**src/rtl/status_register_bank.sv**
```systemverilog
// rtl/status_register_bank.sv - current flags/mode plus one banked saved-status word per privileged mode
// All state advances on the falling edge so posedge consumers see settled status.
module status_register_bank #(
  parameter int FLAG_W    = 4,
  parameter int NUM_MODES = 4,
  parameter int MODE_W    = $clog2(NUM_MODES)
) (
  input  logic                     clk,
  input  logic                     rst_n,
  input  logic                     s_en,
  input  logic [FLAG_W-1:0]        flags_in,
  input  logic                     msr_en,
  input  logic [FLAG_W-1:0]        msr_mask,
  input  logic [FLAG_W-1:0]        msr_data,
  input  logic                     exc_en,
  input  logic [MODE_W-1:0]        exc_mode,
  input  logic                     ret_en,
  output logic [FLAG_W-1:0]        flags_out,
  output logic [MODE_W-1:0]        mode_out,
  output logic [FLAG_W+MODE_W-1:0] spsr_out,
  output logic                     err
);

  localparam int SPSR_W = FLAG_W + MODE_W;
  localparam logic [31:0] NUM_MODES_U = NUM_MODES;

  logic [FLAG_W-1:0] flags_q, flags_d;
  logic [MODE_W-1:0] mode_q, mode_d;
  logic [SPSR_W-1:0] spsr_q [NUM_MODES];
  logic              err_q, err_d;
  logic              exc_legal, exc_illegal;
  logic              ret_legal, ret_illegal;

  always_comb begin
    exc_legal   = exc_en && (exc_mode != '0) && (32'(exc_mode) < NUM_MODES_U);
    exc_illegal = exc_en && !exc_legal;
    // A legal exception swallows the return request entirely, including its error.
    ret_legal   = !exc_legal && ret_en && (mode_q != '0);
    ret_illegal = !exc_legal && ret_en && (mode_q == '0);
    err_d       = exc_illegal || ret_illegal;

    flags_d = flags_q;
    mode_d  = mode_q;
    if (exc_legal) begin
      mode_d = exc_mode;
    end else if (ret_legal) begin
      {flags_d, mode_d} = spsr_q[mode_q];
    end else begin
      for (int i = 0; i < FLAG_W; i++) begin
        if (msr_en && msr_mask[i]) begin
          flags_d[i] = msr_data[i];
        end else if (s_en) begin
          flags_d[i] = flags_in[i];
        end
      end
    end
  end

  always_ff @(negedge clk or negedge rst_n) begin
    if (!rst_n) begin
      flags_q <= '0;
      mode_q  <= '0;
      err_q   <= 1'b0;
      for (int i = 0; i < NUM_MODES; i++) begin
        spsr_q[i] <= '0;
      end
    end else begin
      flags_q <= flags_d;
      mode_q  <= mode_d;
      err_q   <= err_d;
      if (exc_legal) begin
        spsr_q[exc_mode] <= {flags_q, mode_q};
      end
    end
  end

  // User mode has no bank; its entry is never written but is masked anyway.
  assign spsr_out  = (mode_q == '0) ? '0 : spsr_q[mode_q];
  assign flags_out = flags_q;
  assign mode_out  = mode_q;
  assign err       = err_q;

endmodule

```
**config.mk**
```make
export PLATFORM = sky130hd
export DESIGN_NAME = status_register_bank
export DESIGN_NICKNAME = d
export VERILOG_FILES = /design/src/rtl/status_register_bank.sv
export SDC_FILE = /design/constraint.sdc
export NUM_CORES = 1
export LEC_CHECK = 0
export ABC_AREA = 1
export CORE_MARGIN = 1
export CORE_UTILIZATION = 46
export DETAILED_ROUTE_END_ITERATION = 10
export GPL_TIMING_DRIVEN = 0
export PLACE_DENSITY = 0.81
export SYNTH_ARGS = -nofsm -noshare
export SYNTH_HDL_FRONTEND = slang
export SYNTH_SLANG_ARGS = --single-unit
```
**constraint.sdc**
```tcl
create_clock -name clk -period 1.6 [get_ports clk]
set_input_delay 0.32 -clock clk [delete_from_list [all_inputs] [get_ports clk]]
set_output_delay 0.32 -clock clk [all_outputs]
set_load 0.03 [all_outputs]
```
run_1/clocks.png
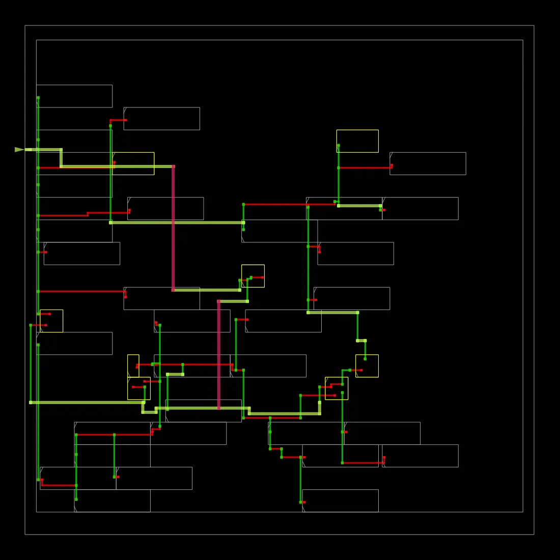
number of flip-flops and latches: 31
clock latency reported for the late side of the worst-skew pair: 0.33 ns
number of clock-tree buffers in the layout: 8
sink count of the clock tree: 31
cts bufs inserted: 5

run_1/flops_by_reg.png
Other sequential cells in the stronger grey, the rest of the logic in the fainter grey.
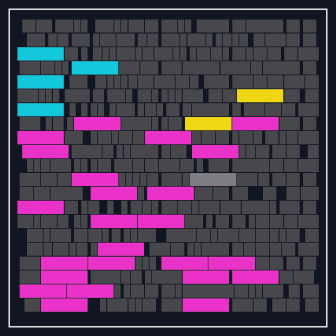
`mode_out`: in yellow, placed flops 2. `spsr_q`: in magenta, placed flops 24. `flags_out`: in cyan, placed flops 4, where top left.

==> run summary, run 1 <==
Flow results follow.

The run finished, with violations left. The final reports fail on negative setup slack. The dominant delay contributor by cell family on the critical path is buffers and inverters. The most common logic cells in the final layout are 70 x buf_4, 64 x nand2_1, 31 x dfrtn_1. The number of antenna violations at the first check in global routing was 0.

The met3 global-route usage is 14.5%. The clock tree from TritonCTS is yes. By area the synthesized netlist is led by dfrtn_1 47%, nand2_1 20%, nand3_1 6.4%, inv_1 5.7%, o21ai_0 4.6%. Before antenna repair, the detailed router went through 8 iterations.

In the final design, more cell area goes to non-clock buffers than to any other class. Global route summary, busiest routing layer listed as met2. Of all cell types, the one taking the most synthesized area is dfrtn_1. Global routing used 59.3% of the available met2 tracks. The script parses the final routing iteration and logs DRC violations as 0. The critical path's slowest cell is dfrtn_1.

The capture point of the critical path is spsr_out[0]. The core region area is 3360 um^2. The post-route netlist has 53.0% of its cells at a drive strength greater than 1. The number of global-route vias before repair was 1966.

For this run the aggregate overflow at the end of global routing stands at 0. The Yosys step of the flow raised 0 warnings. The kind of launch point of the worst setup path is a flip-flop. The critical path starts at mode_out[0].

In the final report, the number of hold violations comes to 0. The final core area utilization is 94.2%. The endpoint of the worst register-to-register path is mode_out[0]. The floorplan step defined a die boundary enclosing 3790 um^2. The placed instance count is 303. By count the netlist is led by 86 x nand2_1, 31 x dfrtn_1, 25 x inv_1. The number of distinct library cell variants in the gate-level netlist after synthesis is 19. The layout buffer count excluding clock buffers is 125. The buffer_ports step reported a buffer count of 31.

For reference, the final report shows the max-slew violation count at 0. According to the hold report, the worst path is of the reg -> reg type. In this design, the stage delay of the slowest critical-path cell is 0.45 ns. The fraction of the yosys area taken by sequential cells is 47.5%.

The power in sequential cells is 1.10 mW. For this design, Yosys synthesis ends with a cell count of 226. The synthesis-stage register bit count is 31. The number of top-level pins is 33.

The finished cells cover 3170 um^2. In this run, the synthesized area fraction spent on xor and xnor cells is recorded as 0%. The pin count of the biggest net entering global routing is 32. The global routing usage summed across all routing layers is 39.1%. The dominant register cell in the synthesized netlist is dfrtn_1.

The hold-fix buffer count after cts is 0. The met3 wirelength from detailed routing is 1370 um. The share of synthesized cell area in and-or and or-and compound cells is 12.6%.

The highest metal layer used by the detailed router is met4. The via total after detailed routing is 2378. The final hold slack is 0.415 ns.

The final routed wire length divided by cell count is 23.1 um. The area reported by Yosys stat is 1630 um^2. The share of final layout cell area taken by non-clock buffers is 36.1%.

The total number of nets in the final design is 366. Per the layout area report, the sequential fraction of cell area is 24.5%. The critical path goes through inv_4 > buf_6 > nor2_2 > nor2_2 > o21ai_2 > buf_4 > a21oi_4 > buf_6.

Walking the critical path from launch to capture passes 8 cell instances. Before placement the cells fill 48.6% of the core. Across all stage logs, warnings added up to 31.

In this run the most critical hold path is launched from spsr_q[23]. The worst setup path is captured at a primary output. The first global-routing pass estimated 10100 um of wire. The count of inverters other than clock inverters in the layout is 27. The net count after synthesis is 246. The buffer levels on the longest clock path is 2. The data arrival time at the worst-slack endpoint is 2.78 ns. The minimum setup slack among reg-to-reg paths is -1.37 ns. Per the detail_route log, met2 wirelength is 3940 um.

The share of the synthesized area in the top cell type is 47.5%. The area fraction in and, or, nand and nor cells after synthesis is 30.1%. The internal portion of the total power is 2.21 mW. VDD sags by at most 843 uV.

Headroom to the max-slew limit came out at 47.9%. The critical path start-end classification is reg -> out. Power spread over the standard cell area amounts to 1230 nW/um^2. Setup repair after global routing could not meet its margin everywhere. The routed design has 9080 um of wire.

Yosys reported that registers with async set or reset make up 100%. Max-cap violations in this run came to 0. The clock arrives with 0.0139 ns of skew. The clock transition at the register clock pins on the worst setup and hold paths after CTS is 0.08 ns. The cell at the root of the clock tree is clkbuf_4. The instance tally after logic synthesis is 226. The portion of total power attributed to sequential cells is 28.4%. The number of vias per cell after detailed routing is 6.05.

The final weighted congestion recorded by global placement is 0.761. Measured against the total synthesized area, the mux share comes to 0%. The fraction of standard cell area in multi-input logic is 31.8%.

The tap cell count is 46. Multi-input combinational cells in the finished layout were counted as 156. Timing analysis after detailed placement gives a worst setup slack of -1.40 ns. The dominant power group in this design is combinational logic. For the clock group, total power comes out at 0.546 mW. The minimum setup slack in the final design is -1.50 ns. The final layout reports a setup TNS of -17.70 ns.

The completed layout was analyzed and its total power is 3.88 mW. The destination of the worst hold path is spsr_q[23]. The register with the most flip-flops in the layout has 24 of them. A synthesized cell averages 7.23 um^2. The first-iteration detailed-routing DRC count is 448. The timing report notes that buffer and inverter cells on the critical path total 4.

The cell count of the worst reg-to-reg path is 21. The static power due to leakage is 1.59 nW. For this run, the final setup violation count is recorded as 31. In this run, post-CTS repair resized a total of 155 instances.

Data on the critical path is required at its endpoint by 1.28 ns. The storage element area is 776 um^2. 0 antenna diodes ended up in the layout. The main logic family after synthesis is simple AND/OR/NAND/NOR gates. The worst register-to-register path begins at mode_out[0]. The layout filler cell count is 104. The share of total power dissipated in the clock network is 14.1%. After detailed routing, the wire length on met1 is 3060 um. Summed over all nets, the half-perimeter wirelength after detailed placement is 2810 um.

In this run the core area contains 21 standard-cell rows. The instance area after placement is 2200 um^2. In the post-synthesis netlist, the cell with the most instances is nand2_1. The global routing report lists met1 layer usage as 48.0%. The final report lists a non-filler cell total of 393. The synthesized design contains 0 enable-type register cells. In this run, the combinational gates consume 57.5% of the power. The multi-input combinational cells in the finished layout cover a total of 1010 um^2. The flow measured a signed area growth from synthesis to layout of 94.0%. The total standard cell area after synthesis is 1630 um^2.

The share of synthesized cell area in full adder, half adder and majority cells is 0%.
run_1/placement_by_type.png
Bar = 20 um. Fill, decap, tap and diode cells in grey.
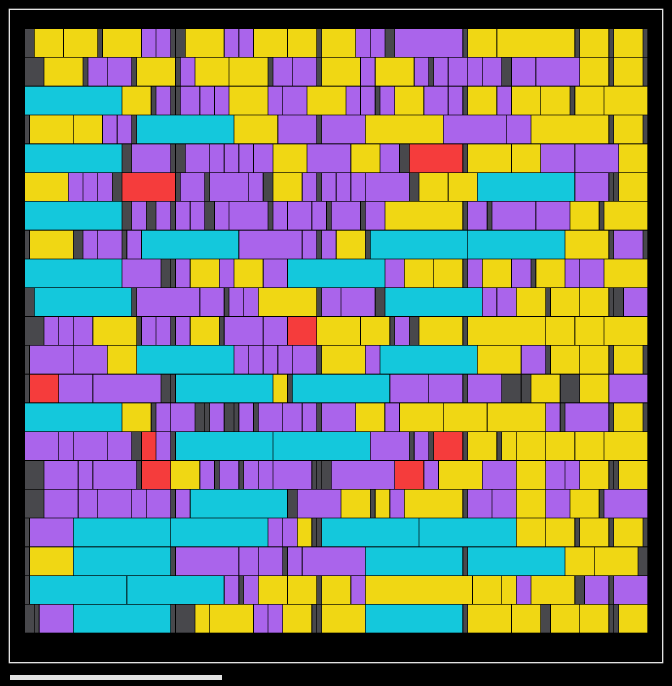
clock drivers and dummy loads: in red, cells 8. flops: in cyan, cells 31. other buffers and delay cells: in yellow, cells 125. combinational and other logic: in purple, cells 183.

run_1/logic_types.png
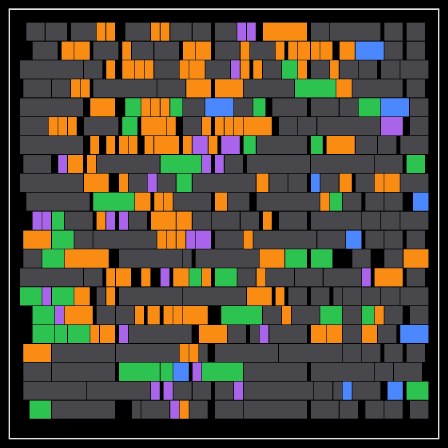
NOR gates: in blue, cells 10. inverters: in purple, cells 27. inverting AOI/OAI gates: in green, cells 35, where widely spread. NAND gates: in orange, cells 109.

--- run 2 (diff from run 1) ---
--- a/config.mk
+++ b/config.mk
@@ -8,6 +8,7 @@
 export ABC_AREA = 1
 export CORE_MARGIN = 1
 export CORE_UTILIZATION = 46
+export CTS_BUF_LIST = sky130_fd_sc_hd__clkbuf_4 sky130_fd_sc_hd__clkbuf_8 sky130_fd_sc_hd__clkbuf_16
 export DETAILED_ROUTE_END_ITERATION = 10
 export GPL_TIMING_DRIVEN = 0
 export PLACE_DENSITY = 0.81
run_2/power_grid.png
Pins as bars on the die edge.
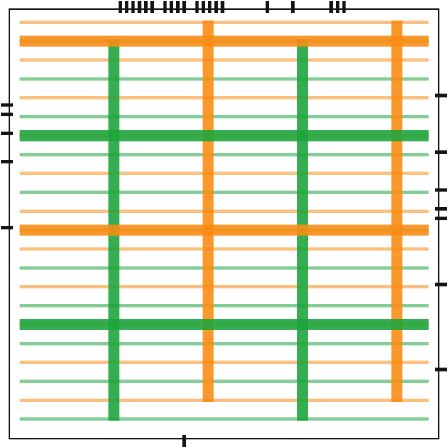
VDD: in orange. VSS: in green.
22 met1 rails follow the rows. 4 straps on met4. The core has 21 rows. 33 signal pins sit on the boundary.

run_2/placement_by_type.png
Bar = 20 um. Fill, decap, tap and diode cells in grey.
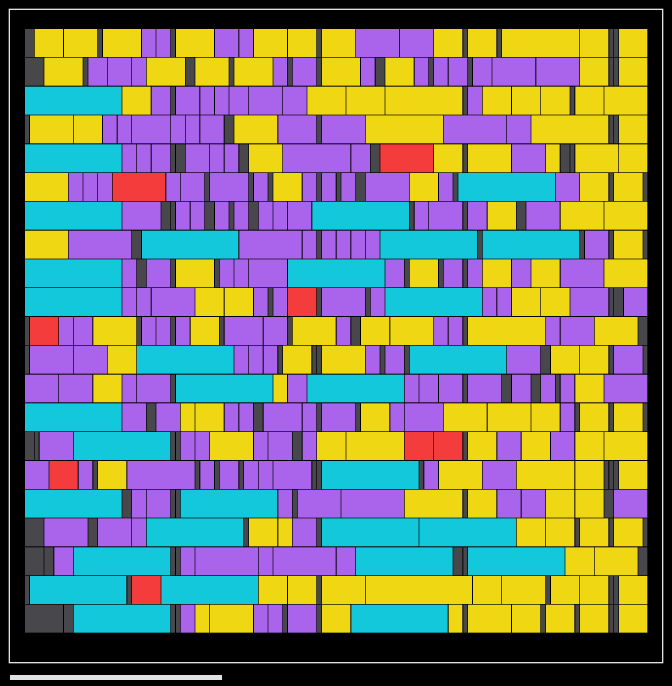
flops: in cyan, cells 31. other buffers and delay cells: in yellow, cells 125. clock drivers and dummy loads: in red, cells 8. combinational and other logic: in purple, cells 183.

==> run 2 against run 1 <==
  * The flow still finishes with violations (negative setup slack)
  * Clock skew down 0.0087 ns
  * Global-route usage unchanged
  * Utilization up 0.11 points
  * Combinational power down 3%
  * Critical path type unchanged
  * Largest cell class unchanged
==> run summary, run 2 <==
Flow results follow.

The static power due to leakage is 1.60 nW (+0.21%). The global-route wire length before repair is 10100 um (unchanged). The placed wire-length estimate is 2810 um (unchanged). The fraction of the yosys area taken by sequential cells was 47.5% (unchanged). The xor/xnor share of the synthesized area is 0% (unchanged). In this run the layout overhead on the synthesized area is reported as 94.2%. The final routed wire length divided by cell count is 22.4 um (-3.0%).

The share of synthesized cell area in full adder, half adder and majority cells is 0% (unchanged). The proportion of synthesized flip-flops having asynchronous set or reset is 100% (unchanged). The flip-flop count of the largest register after layout came to 24 (unchanged). The power density relative to cell area came to 1210 nW/um^2 (-1.4%).

The share of layout cells above drive strength 1 is 53.3% (+0.29 points). The number of maximum-capacitance constraint violations is 0 (unchanged). The total wire length came to 8800 um (-3.0%). On the critical path the largest part of the delay comes from flip-flops. The run finished, with violations left.

The pin count of the biggest net entering global routing came to 32 (unchanged). The total cells reported by yosys after synthesis is 226 (unchanged). The number of inserted diodes was 0 (unchanged).

The most numerous cell in the Yosys netlist is nand2_1. The kind of launch point of the worst setup path is a flip-flop. The number of antenna violations at the first check in global routing came to 0 (unchanged). The main logic family after synthesis is simple AND/OR/NAND/NOR gates. The share of the final layout cell area in sequential cells is 24.4% (-0.029 points). The group drawing the most power is combinational logic. The final weighted congestion in routability-driven placement is 0.761 (unchanged). The cell area after layout is 3170 um^2 (+0.12%). The layout multi-input combinational cell count is 156 (unchanged).

The core region area is 3360 um^2 (unchanged). For the worst reg-to-reg path, the startpoint reported by OpenROAD is mode_out[0]. The flop count is 31 (unchanged). The number of distinct library cell variants in the gate-level netlist after synthesis is 19 (unchanged). The storage element area was 776 um^2 (unchanged). The checks that failed: negative setup slack.

The global routing usage summed across all routing layers is 39.1% (unchanged). The count of input and output buffers was 31 (unchanged). For this run, the leading register cell type out of synthesis is dfrtn_1.

Following the worst setup path forward leads to its endpoint at spsr_out[0]. The aggregate global routing overflow is 0 (unchanged). The number of buffers created by CTS came to 5 (unchanged). Setup repair after global routing could not meet its margin everywhere.

The number of top-level pins came to 33 (unchanged). The synthesis-stage register bit count is 31 (unchanged). The total power came to 3.83 mW (-1.3%).

The count of placed standard cells in the final layout, fillers left out is 393 (unchanged). The net count after synthesis is 246 (unchanged). The part of the total power dissipated in combinational logic came to 56.5% (-1.0 points). The worst hold path begins at spsr_q[23]. The synthesized area divided by synthesized cell count is 7.23 um^2 (unchanged). The layout buffer count excluding clock buffers is 125 (unchanged). The clock skew came to 0.00518 ns (-0.00875 ns). The count of inverters other than clock inverters in the layout is 27 (unchanged).

The clock share of power is 14.5% (+0.4 points). The worst hold path class is reg -> reg. The total standard cell area after synthesis is 1630 um^2 (unchanged). The met3 wirelength from detailed routing was 1100 um (-20%). The detailed-routing iteration count for the pre-antenna-repair pass is 7 (-1).

The placed instance count was 303 (unchanged). The fraction of synthesized area in multiplexers is 0% (unchanged). The highest metal layer used by the detailed router is met4. The final hold slack is 0.409 ns (-0.00580 ns). The share of final layout cell area taken by non-clock buffers is 36.0% (-0.043 points).

Per STA, the startpoint of the critical path is mode_out[0]. The cell-internal power is 2.23 mW (+0.76%). The power in sequential cells is 1.11 mW (about the same). The clock transition at the register clock pins on the worst setup and hold paths after CTS is 0.07 ns (about the same). The final core area utilization is 94.3% (+0.11 points). The buffer levels on the longest clock path is 2 (unchanged).

The number of vias per cell after detailed routing is 5.99 (-0.97%). The count of warning messages emitted by the tools is 30 (-3.2%). The number of global-route vias before repair came to 1966 (unchanged). The area occupied by multi-input gates is 1010 um^2 (unchanged).

The area reported by Yosys stat is 1630 um^2 (unchanged). The instance tally after logic synthesis is 226 (unchanged). The count of endpoints failing setup in the final report was 32 (+3.2%). The hold-fix buffer count after cts is 0 (unchanged).

The met1 wire length came to 3040 um (-0.78%). In the setup report, the worst path falls into the class reg -> out. The portion of total power attributed to sequential cells is 29.0% (+0.6 points). The total count of max-transition violations in the final report was 0 (unchanged). STA lists the endpoint of the worst register-to-register path as mode_out[1].

The worst vdd rail ir drop came to 1100 uV (+30%). The wire length on met2 is 3970 um (+0.66%). The met1 track demand over resource was 48.0% (unchanged).

The first-iteration detailed-routing DRC count is 276 (-38%). The sum of negative setup slack came to -17.39 ns (+0.315 ns). The starting density of the core came to 48.6% (unchanged). The minimum setup slack in the final design is -1.32 ns (+0.174 ns). The destination of the worst hold path is spsr_q[23].

The delay of the slowest cell on the worst path is 0.59 ns (+0.14 ns). In the synthesized netlist, the cells that appear most often are 86 x nand2_1, 31 x dfrtn_1, 25 x inv_1. The count of synthesis-stage warnings from yosys came to 0 (unchanged).

The met3 global-route usage was 14.5% (unchanged). The final number of hold-violating endpoints is 0 (unchanged). Sorting the Yosys area breakdown by cell type puts at the top dfrtn_1. The number of buffer and inverter stages on the critical path was 4 (unchanged). The number of flops mapped to enable cells by yosys was 0 (unchanged). The floorplan die area was 3790 um^2 (unchanged).

The latest clock arrival within the worst-skew pair is 0.33 ns (about the same). The cell count of the worst reg-to-reg path is 22 (+4.8%). The fraction of standard cell area in multi-input logic is 31.8% (-0.038 points). The minimum setup slack among reg-to-reg paths is -1.31 ns (+0.06 ns). The number of clock buffers in the layout is 8 (unchanged).

Per STA, the worst path is made up of inv_4 > buf_6 > nand2_1 > o211ai_1 > buf_4 > a21oi_4 > buf_6. The total number of nets in the final design is 366 (unchanged).
Power figures rest on the tool's default switching activity, not on a simulated workload.
